<file path="src/rtl/pwm_servo_pkg.sv">
// Shared servo timing law (50 MHz clock, 544 us = 0 deg, 515 cycles/deg) plus
// the capture-side state, width and result types.
package pwm_servo_pkg;

    localparam int MIN_CYC       = 27200;
    localparam int DEG_CYC       = 515;
    localparam int MAX_ANGLE     = 180;
    localparam int GLITCH_CYC    = 1000;
    localparam int MAX_PULSE_CYC = 150000;
    localparam int TIMEOUT_CYC   = 2000000;

    typedef logic [17:0] width_t;
    typedef logic [7:0]  angle_t;
    typedef logic [15:0] sub_t;
    typedef logic [20:0] idle_t;

    typedef enum logic [2:0] {WAIT_LOW, IDLE, MIN, DEG, OVER} cap_state_t;

    typedef struct packed {
        angle_t angle;
        logic   valid;
        logic   err;
        logic   lost;
    } cap_out_t;

endpackage

</file>
<file path="src/rtl/pwm_servo_capture_if.sv">
// Decoded-result bus of the four-channel servo capture block.
interface pwm_servo_capture_if;
    import pwm_servo_pkg::*;

    angle_t     angle1;
    angle_t     angle2;
    angle_t     angle3;
    angle_t     angle4;
    logic [3:0] angle_valid;
    logic [3:0] pulse_err;
    logic [3:0] signal_lost;

    modport master (output angle1, angle2, angle3, angle4, angle_valid, pulse_err, signal_lost);
    modport slave  (input  angle1, angle2, angle3, angle4, angle_valid, pulse_err, signal_lost);
endinterface

</file>
<file path="src/rtl/pwm_capture_channel.sv">
// One servo capture lane: synchronizer, width/degree counter cascade, decode FSM.
// SERVO_CAPTURE_TIMEOUT_EN adds the per-lane idle counter driving signal_lost.
module pwm_capture_channel
    import pwm_servo_pkg::*;
#(
    parameter int MIN_CYC       = pwm_servo_pkg::MIN_CYC,
    parameter int DEG_CYC       = pwm_servo_pkg::DEG_CYC,
    parameter int MAX_ANGLE     = pwm_servo_pkg::MAX_ANGLE,
    parameter int GLITCH_CYC    = pwm_servo_pkg::GLITCH_CYC,
    parameter int MAX_PULSE_CYC = pwm_servo_pkg::MAX_PULSE_CYC
`ifdef SERVO_CAPTURE_TIMEOUT_EN
    , parameter int TIMEOUT_CYC = pwm_servo_pkg::TIMEOUT_CYC
`endif
) (
    input  logic     clk,
    input  logic     rst,
    input  logic     servo,
    output cap_out_t out
);

    // Synchronizer is deliberately not reset so a pin held high across rst
    // stays high at s and WAIT_LOW can reject the partial pulse.
    logic s_meta, s;
    always_ff @(posedge clk) begin
        s_meta <= servo;
        s      <= s_meta;
    end

    cap_state_t state;
    width_t     w;
    angle_t     d;
    sub_t       c;
    angle_t     angle_r;
    logic       valid_r, err_r, lost_r;

    always_ff @(posedge clk) begin
        if (rst) begin
            state   <= WAIT_LOW;
            w       <= '0;
            d       <= '0;
            c       <= '0;
            angle_r <= '0;
            valid_r <= 1'b0;
            err_r   <= 1'b0;
        end else begin
            valid_r <= 1'b0;
            err_r   <= 1'b0;
            case (state)
                WAIT_LOW: if (!s) state <= IDLE;
                IDLE: if (s) begin
                    state <= MIN;
                    w     <= width_t'(1);
                    d     <= '0;
                    c     <= '0;
                end
                MIN, DEG: begin
                    if (s) begin
                        w <= w + 1'b1;
                        if (state == DEG) begin
                            if (c == sub_t'(DEG_CYC - 1)) begin
                                c <= '0;
                                if (d != angle_t'(MAX_ANGLE)) d <= d + 1'b1;
                            end else begin
                                c <= c + 1'b1;
                            end
                        end
                        if (w == width_t'(MAX_PULSE_CYC - 1)) begin
                            state <= OVER;
                        end else if (state == MIN && w == width_t'(MIN_CYC - 1)) begin
                            state <= DEG;
                            c     <= '0;
                        end
                    end else begin
                        state <= IDLE;
                        if (w >= width_t'(GLITCH_CYC)) begin
                            angle_r <= (state == MIN) ? '0 : d;
                            valid_r <= 1'b1;
                        end
                    end
                end
                OVER: if (!s) begin
                    state <= IDLE;
                    err_r <= 1'b1;
                end
                default: state <= WAIT_LOW;
            endcase
        end
    end

`ifdef SERVO_CAPTURE_TIMEOUT_EN
    idle_t idle_cnt;
    logic  s_q;
    always_ff @(posedge clk) begin
        s_q <= s;
        if (rst) begin
            idle_cnt <= '0;
            lost_r   <= 1'b1;
        end else begin
            if (s && !s_q)
                idle_cnt <= '0;
            else if (idle_cnt != idle_t'(TIMEOUT_CYC))
                idle_cnt <= idle_cnt + 1'b1;
            // Loss latches until a good pulse has been delivered.
            if (idle_cnt == idle_t'(TIMEOUT_CYC))
                lost_r <= 1'b1;
            else if (valid_r)
                lost_r <= 1'b0;
        end
    end
`else
    always_ff @(posedge clk) begin
        if (rst) lost_r <= 1'b1;
        else     lost_r <= 1'b0;
    end
`endif

    assign out = '{angle: angle_r, valid: valid_r, err: err_r, lost: lost_r};

endmodule

</file>
<file path="src/rtl/pwm_servo_capture.sv">
// Four-channel servo pulse-width decoder; lanes map to numbered ports.
// Optional SERVO_CAPTURE_TIMEOUT_EN enables per-channel signal-loss detection.
module pwm_servo_capture
    import pwm_servo_pkg::*;
#(
    parameter int MIN_CYC       = pwm_servo_pkg::MIN_CYC,
    parameter int DEG_CYC       = pwm_servo_pkg::DEG_CYC,
    parameter int MAX_ANGLE     = pwm_servo_pkg::MAX_ANGLE,
    parameter int GLITCH_CYC    = pwm_servo_pkg::GLITCH_CYC,
    parameter int MAX_PULSE_CYC = pwm_servo_pkg::MAX_PULSE_CYC
`ifdef SERVO_CAPTURE_TIMEOUT_EN
    , parameter int TIMEOUT_CYC = pwm_servo_pkg::TIMEOUT_CYC
`endif
) (
    input  logic                       clk,
    input  logic                       rst,
    input  logic                       servo1,
    input  logic                       servo2,
    input  logic                       servo3,
    input  logic                       servo4,
    pwm_servo_capture_if.master        cap
);

    localparam int NUM_CH = 4;

    logic [NUM_CH-1:0]     servo_v;
    cap_out_t [NUM_CH-1:0] ch;
    logic [NUM_CH-1:0]     valid_v, err_v, lost_v;

    assign servo_v = {servo4, servo3, servo2, servo1};

    for (genvar g = 0; g < NUM_CH; g++) begin : g_ch
        pwm_capture_channel #(
            .MIN_CYC      (MIN_CYC),
            .DEG_CYC      (DEG_CYC),
            .MAX_ANGLE    (MAX_ANGLE),
            .GLITCH_CYC   (GLITCH_CYC),
            .MAX_PULSE_CYC(MAX_PULSE_CYC)
`ifdef SERVO_CAPTURE_TIMEOUT_EN
            , .TIMEOUT_CYC(TIMEOUT_CYC)
`endif
        ) u_ch (
            .clk  (clk),
            .rst  (rst),
            .servo(servo_v[g]),
            .out  (ch[g])
        );
    end

    always_comb begin
        valid_v = '0;
        err_v   = '0;
        lost_v  = '0;
        for (int i = 0; i < NUM_CH; i++) begin
            valid_v[i] = ch[i].valid;
            err_v[i]   = ch[i].err;
            lost_v[i]  = ch[i].lost;
        end
    end

    assign cap.angle1      = ch[0].angle;
    assign cap.angle2      = ch[1].angle;
    assign cap.angle3      = ch[2].angle;
    assign cap.angle4      = ch[3].angle;
    assign cap.angle_valid = valid_v;
    assign cap.pulse_err   = err_v;
    assign cap.signal_lost = lost_v;

endmodule

</file>
<file path="src/flat_wrapper.sv">
// flat-port wrapper written by rule: the top's interface ports become plain ports
module pwm_servo_capture_flat import pwm_servo_pkg::*;
#(
    parameter int MIN_CYC       = pwm_servo_pkg::MIN_CYC,
    parameter int DEG_CYC       = pwm_servo_pkg::DEG_CYC,
    parameter int MAX_ANGLE     = pwm_servo_pkg::MAX_ANGLE,
    parameter int GLITCH_CYC    = pwm_servo_pkg::GLITCH_CYC,
    parameter int MAX_PULSE_CYC = pwm_servo_pkg::MAX_PULSE_CYC

)
  (clk, rst, servo1, servo2, servo3, servo4, cap_angle1, cap_angle2, cap_angle3, cap_angle4, cap_angle_valid, cap_pulse_err, cap_signal_lost);
  pwm_servo_capture_if cap_i ();
  input  logic clk;
  input  logic rst;
  input  logic servo1;
  input  logic servo2;
  input  logic servo3;
  input  logic servo4;
  output wire logic [$bits(cap_i.angle1)-1:0] cap_angle1;
  output wire logic [$bits(cap_i.angle2)-1:0] cap_angle2;
  output wire logic [$bits(cap_i.angle3)-1:0] cap_angle3;
  output wire logic [$bits(cap_i.angle4)-1:0] cap_angle4;
  output wire logic [$bits(cap_i.angle_valid)-1:0] cap_angle_valid;
  output wire logic [$bits(cap_i.pulse_err)-1:0] cap_pulse_err;
  output wire logic [$bits(cap_i.signal_lost)-1:0] cap_signal_lost;
  assign cap_angle1 = cap_i.angle1;
  assign cap_angle2 = cap_i.angle2;
  assign cap_angle3 = cap_i.angle3;
  assign cap_angle4 = cap_i.angle4;
  assign cap_angle_valid = cap_i.angle_valid;
  assign cap_pulse_err = cap_i.pulse_err;
  assign cap_signal_lost = cap_i.signal_lost;
  pwm_servo_capture #(.MIN_CYC(MIN_CYC), .DEG_CYC(DEG_CYC), .MAX_ANGLE(MAX_ANGLE), .GLITCH_CYC(GLITCH_CYC), .MAX_PULSE_CYC(MAX_PULSE_CYC)) u_core (.clk(clk), .rst(rst), .servo1(servo1), .servo2(servo2), .servo3(servo3), .servo4(servo4), .cap(cap_i));
endmodule
</file>
<file path="config.mk">
export PLATFORM = sky130hd
export DESIGN_NAME = pwm_servo_capture_flat
export DESIGN_NICKNAME = d
export VERILOG_FILES = /design/src/rtl/pwm_servo_pkg.sv /design/src/rtl/pwm_servo_capture_if.sv /design/src/rtl/pwm_capture_channel.sv /design/src/rtl/pwm_servo_capture.sv /design/src/flat_wrapper.sv
export SDC_FILE = /design/constraint.sdc
export NUM_CORES = 1
export LEC_CHECK = 0
export CORE_ASPECT_RATIO = 0.75
export CORE_UTILIZATION = 55
export CTS_BUF_LIST = sky130_fd_sc_hd__clkbuf_4 sky130_fd_sc_hd__clkbuf_8 sky130_fd_sc_hd__clkbuf_16
export CTS_CLUSTER_SIZE = 14
export DETAILED_ROUTE_END_ITERATION = 8
export PLACE_DENSITY = 0.8
export SLEW_MARGIN = 20
export SYNTH_ARGS = -nofsm -noshare
export SYNTH_HDL_FRONTEND = slang
export SYNTH_SLANG_ARGS = --single-unit
export TNS_END_PERCENT = 100
</file>
<file path="constraint.sdc">
create_clock -name clk -period 2.3 [get_ports clk]
set_clock_uncertainty 0.15 [all_clocks]
set_input_delay 0.69 -clock clk [delete_from_list [all_inputs] [get_ports clk]]
set_output_delay 0.69 -clock clk [all_outputs]
set_load 0.005 [all_outputs]
</file>
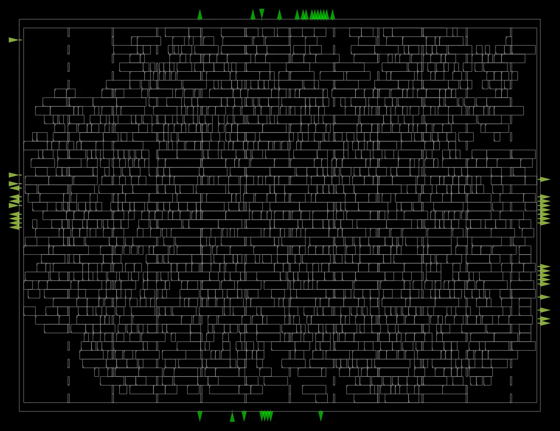
*Placed standard cells*
flop share of the area: 0.346
core footprint: 18,700 um^2
Final Util: 0.710
filler instances: 1,402
# Taps: 247

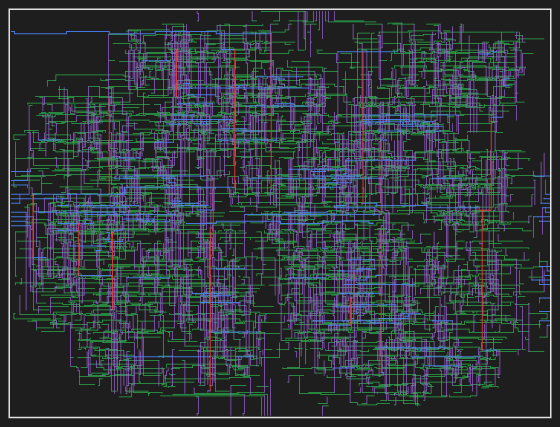
*Wiring by layer*
legend:
  red:
    layer: met4
    wire_length: 508 um
  purple:
    layer: met2
    wire_length: 11,600 um
  green:
    layer: met1
    wire_length: 12,300 um
  blue:
    layer: met3
    wire_length: 1,420 um
total via count after detailed routing: 9,642
DR WL/cell: 15.7 um
final WL: 25,800 um
gr usage total: 0.255

==> impl_metrics.tcl <==
# collected from the flow reports
set metrics [dict create \
    worst_ep_arrival_time_ns 2.54 \
    tightest_slew_ns 0.727 \
    synth_flops 229 \
    sh_comb_area 0.450 \
    drc 0 \
    ys.flop_type "dfxtp_1" \
    drv_cap 0 \
    final_antenna_net_count 0 \
    cp.required_ns 2.56 \
    grt_setup_unrepaired "yes" \
    largestClassByArea "logic gates" \
    top_usage_layer "met2" \
    yosys_cells 1245 \
    top_cell_area_share 0.431 \
    power_density_nw_per_um2 630 \
    cts_tree "done" \
    setup_ws_ns 0.0142 \
    reg2reg_slack_ns 0.01 \
    crit_type "flop to flop" \
    numCtsBuffers 22 \
    die_h_um 122 \
    cp-start-kind "flop" \
    crit_start "u_core.g_ch[3].u_ch.w[6]" \
    worst_hold_path.endpoint "u_core.g_ch[1].u_ch.s" \
    drtPass1Iterations 5 \
    dp.cells 1603 \
    pre_cts_slack_ns -0.152 \
    synth.distinct_cells 67 \
    status "completed" \
    clk_pin_slew_ns 0.07 \
    grt_pass1_wl_um 42400 \
    hp-start "u_core.g_ch[1].u_ch.s_meta" \
    area_delta_synth_final_pct 25.0 \
    fmax_mhz 437 \
    use_met3 0.0389 \
    ys_top_cells_by_count "229 x dfxtp_1, 170 x nor2_1, 95 x nand2_1" \
    fp_util 0.568 \
    io_pins 50 \
    antenna_found_initial 0 \
    grt_overflow_total 0 \
    ys_sh_simple 0.295 \
    drt-initial-drc-count 908 \
    use_met1 0.366 \
    ys_warn_count 0 \
    cts_hold_buf 0 \
    most_common_cell "dfxtp_1" \
    leakagePower_uw 0.00480 \
    syn_avg_cell_area_um2 8.54 \
    stdcell_count 1647 \
    rr_startpoint "u_core.g_ch[3].u_ch.w[6]" \
    cts_resized 19 \
    grt_max_degree 23 \
    netlist_logic_family_top "simple AND/OR/NAND/NOR gates" \
    grt_pass1_vias 8774 \
    synthAdderAreaFrac 0.0282 \
    critPathCapture "u_core.g_ch[3].u_ch.c[10]" \
    ys_sh_mux 0.00471 \
    bufAreaShareNonClock 0.108 \
    min_path_type "flop to flop" \
    row_count 43 \
    n_all_inverters 45 \
    drive_gt1_frac 0.169 \
    cts-htree-levels 1 \
    area_share_clock_buf_inv 0.0603 \
    io_buffers 49 \
    synthAoiAreaFrac 0.121 \
    use_met2 0.401 \
    dieArea_um2 19900 \
    syn-cell-area_um2 10600 \
    comb.multi_input.count 920 \
    warning_count 43 \
    slew_headroom 0.515 \
    num-clock-buffers 32 \
    fp_nets 1275 \
    synth-edff-count 0 \
    ys_async_sr_fraction 0 \
    clockBufferDepth 3 \
    routed_via_density 5.85 \
    cp-end-kind "flop" \
    synthCells 1245 \
    min_period_over_period 0.994 \
    r2r_cells 8 \
    maxSlewViolCount 0 \
    diodes 0 \
    finalHoldViolCount 0 \
    layout.nets 1416 \
    regToRegEndpoint "u_core.g_ch[3].u_ch.c[10]" \
    root_buffer "clkbuf_16" \
    dp_hpwl_um 17500 \
    cts_sinks 229 \
    final-comb-area_um2 5980 \
    num-nonclk-buffers 168 \
    ys_chip_area_um2 10600 \
    fp.dieW_um 163 \
    clk_latency_ns 0.51 \
    seq_cells 229 \
    crit_fanout 6 \
    yosysSeqAreaShare 0.431 \
    setup_viol 0 \
    vdd_ir_drop_max_mv 0.717 \
    xor_area_frac 0.0799 \
    ys_top_cells_by_area "dfxtp_1 43%, nor2_1 6.0%, xor2_1 5.7%" \
    synth.largest_area_cell "dfxtp_1" \
    place_congestion 0.938 \
    flop_area_um2 4600 \
    whs_path_depth 0 \
    postCtsSetupBuffers 1 \
    min_period_ns 2.29 \
]
==> report_power, final <==
group / switching [uW] / total [uW] / leakage, uW / internal, uW
Combinational: 232 / 379 / 0.00254 / 147
Clock: 1520 / 3980 / 0.000396 / 2460
Sequential: 20.7 / 4010 / 0.00185 / 3990
Total: 1770 / 8370 / 0.00480 / 6590
==> cells in the final DEF (no fill, tap or decap), drive strengths merged, types with 31 or more instances in the layout <==
cell	instances
nand2	95
xor2	69
clkbuf	33
nand4	57
buf	119
and3	31
nor2	170
o21ai	44
nor3	37
a22o	36
inv	45
clkdlybuf4s50	47
nand3	67
dfxtp	229
a21oi	49
==> metrics by stage <==
step,instance area (um^2),TNS [ns],total power [uW],hold slack [ns]
3_5_place_dp,12100,-0.806,4440,0.163
6_report,13300,0,8370,0.178
5_1_grt,13300,-0.650,8620,0.180
2_1_floorplan,10600,0,4280,0.160
3_3_place_gp,12100,-0.166,4430,0.163
4_1_cts,13000,0,8390,0.177
==> metal layers <==
metal / up-vias / routed length [um]
li1: 4756 / -
met1: 4558 / 12300
met2: 287 / 11600
met3: 41 / 1420
met4: 0 / 507
met5: - / 0
==> flip-flops by register name, indices dropped and copies added (netlist names) <==
name                      flops
u_core.g_ch.u_ch.d           32
u_core.g_ch.u_ch.w           72
u_core.g_ch.u_ch.s_meta       4
u_core.g_ch.u_ch.c           64
u_core.g_ch.u_ch.valid_r      4
u_core.g_ch.u_ch.lost_r       1
u_core.g_ch.u_ch.state       12
u_core.g_ch.u_ch.s            4
u_core.g_ch.u_ch.err_r        4
u_core.g_ch.u_ch.angle_r     32
==> worst max-delay path, stage by stage (launching register included) <==
cell       delay, ns
dfxtp_2         0.32
or4_1           0.50
or4_4           0.44
nor4_4          0.15
buf_4           0.19
o21ai_2         0.07
nand2_2         0.16
clkbuf_16       0.19
nor2_1          0.04
Power and IR drop assume default switching activity.
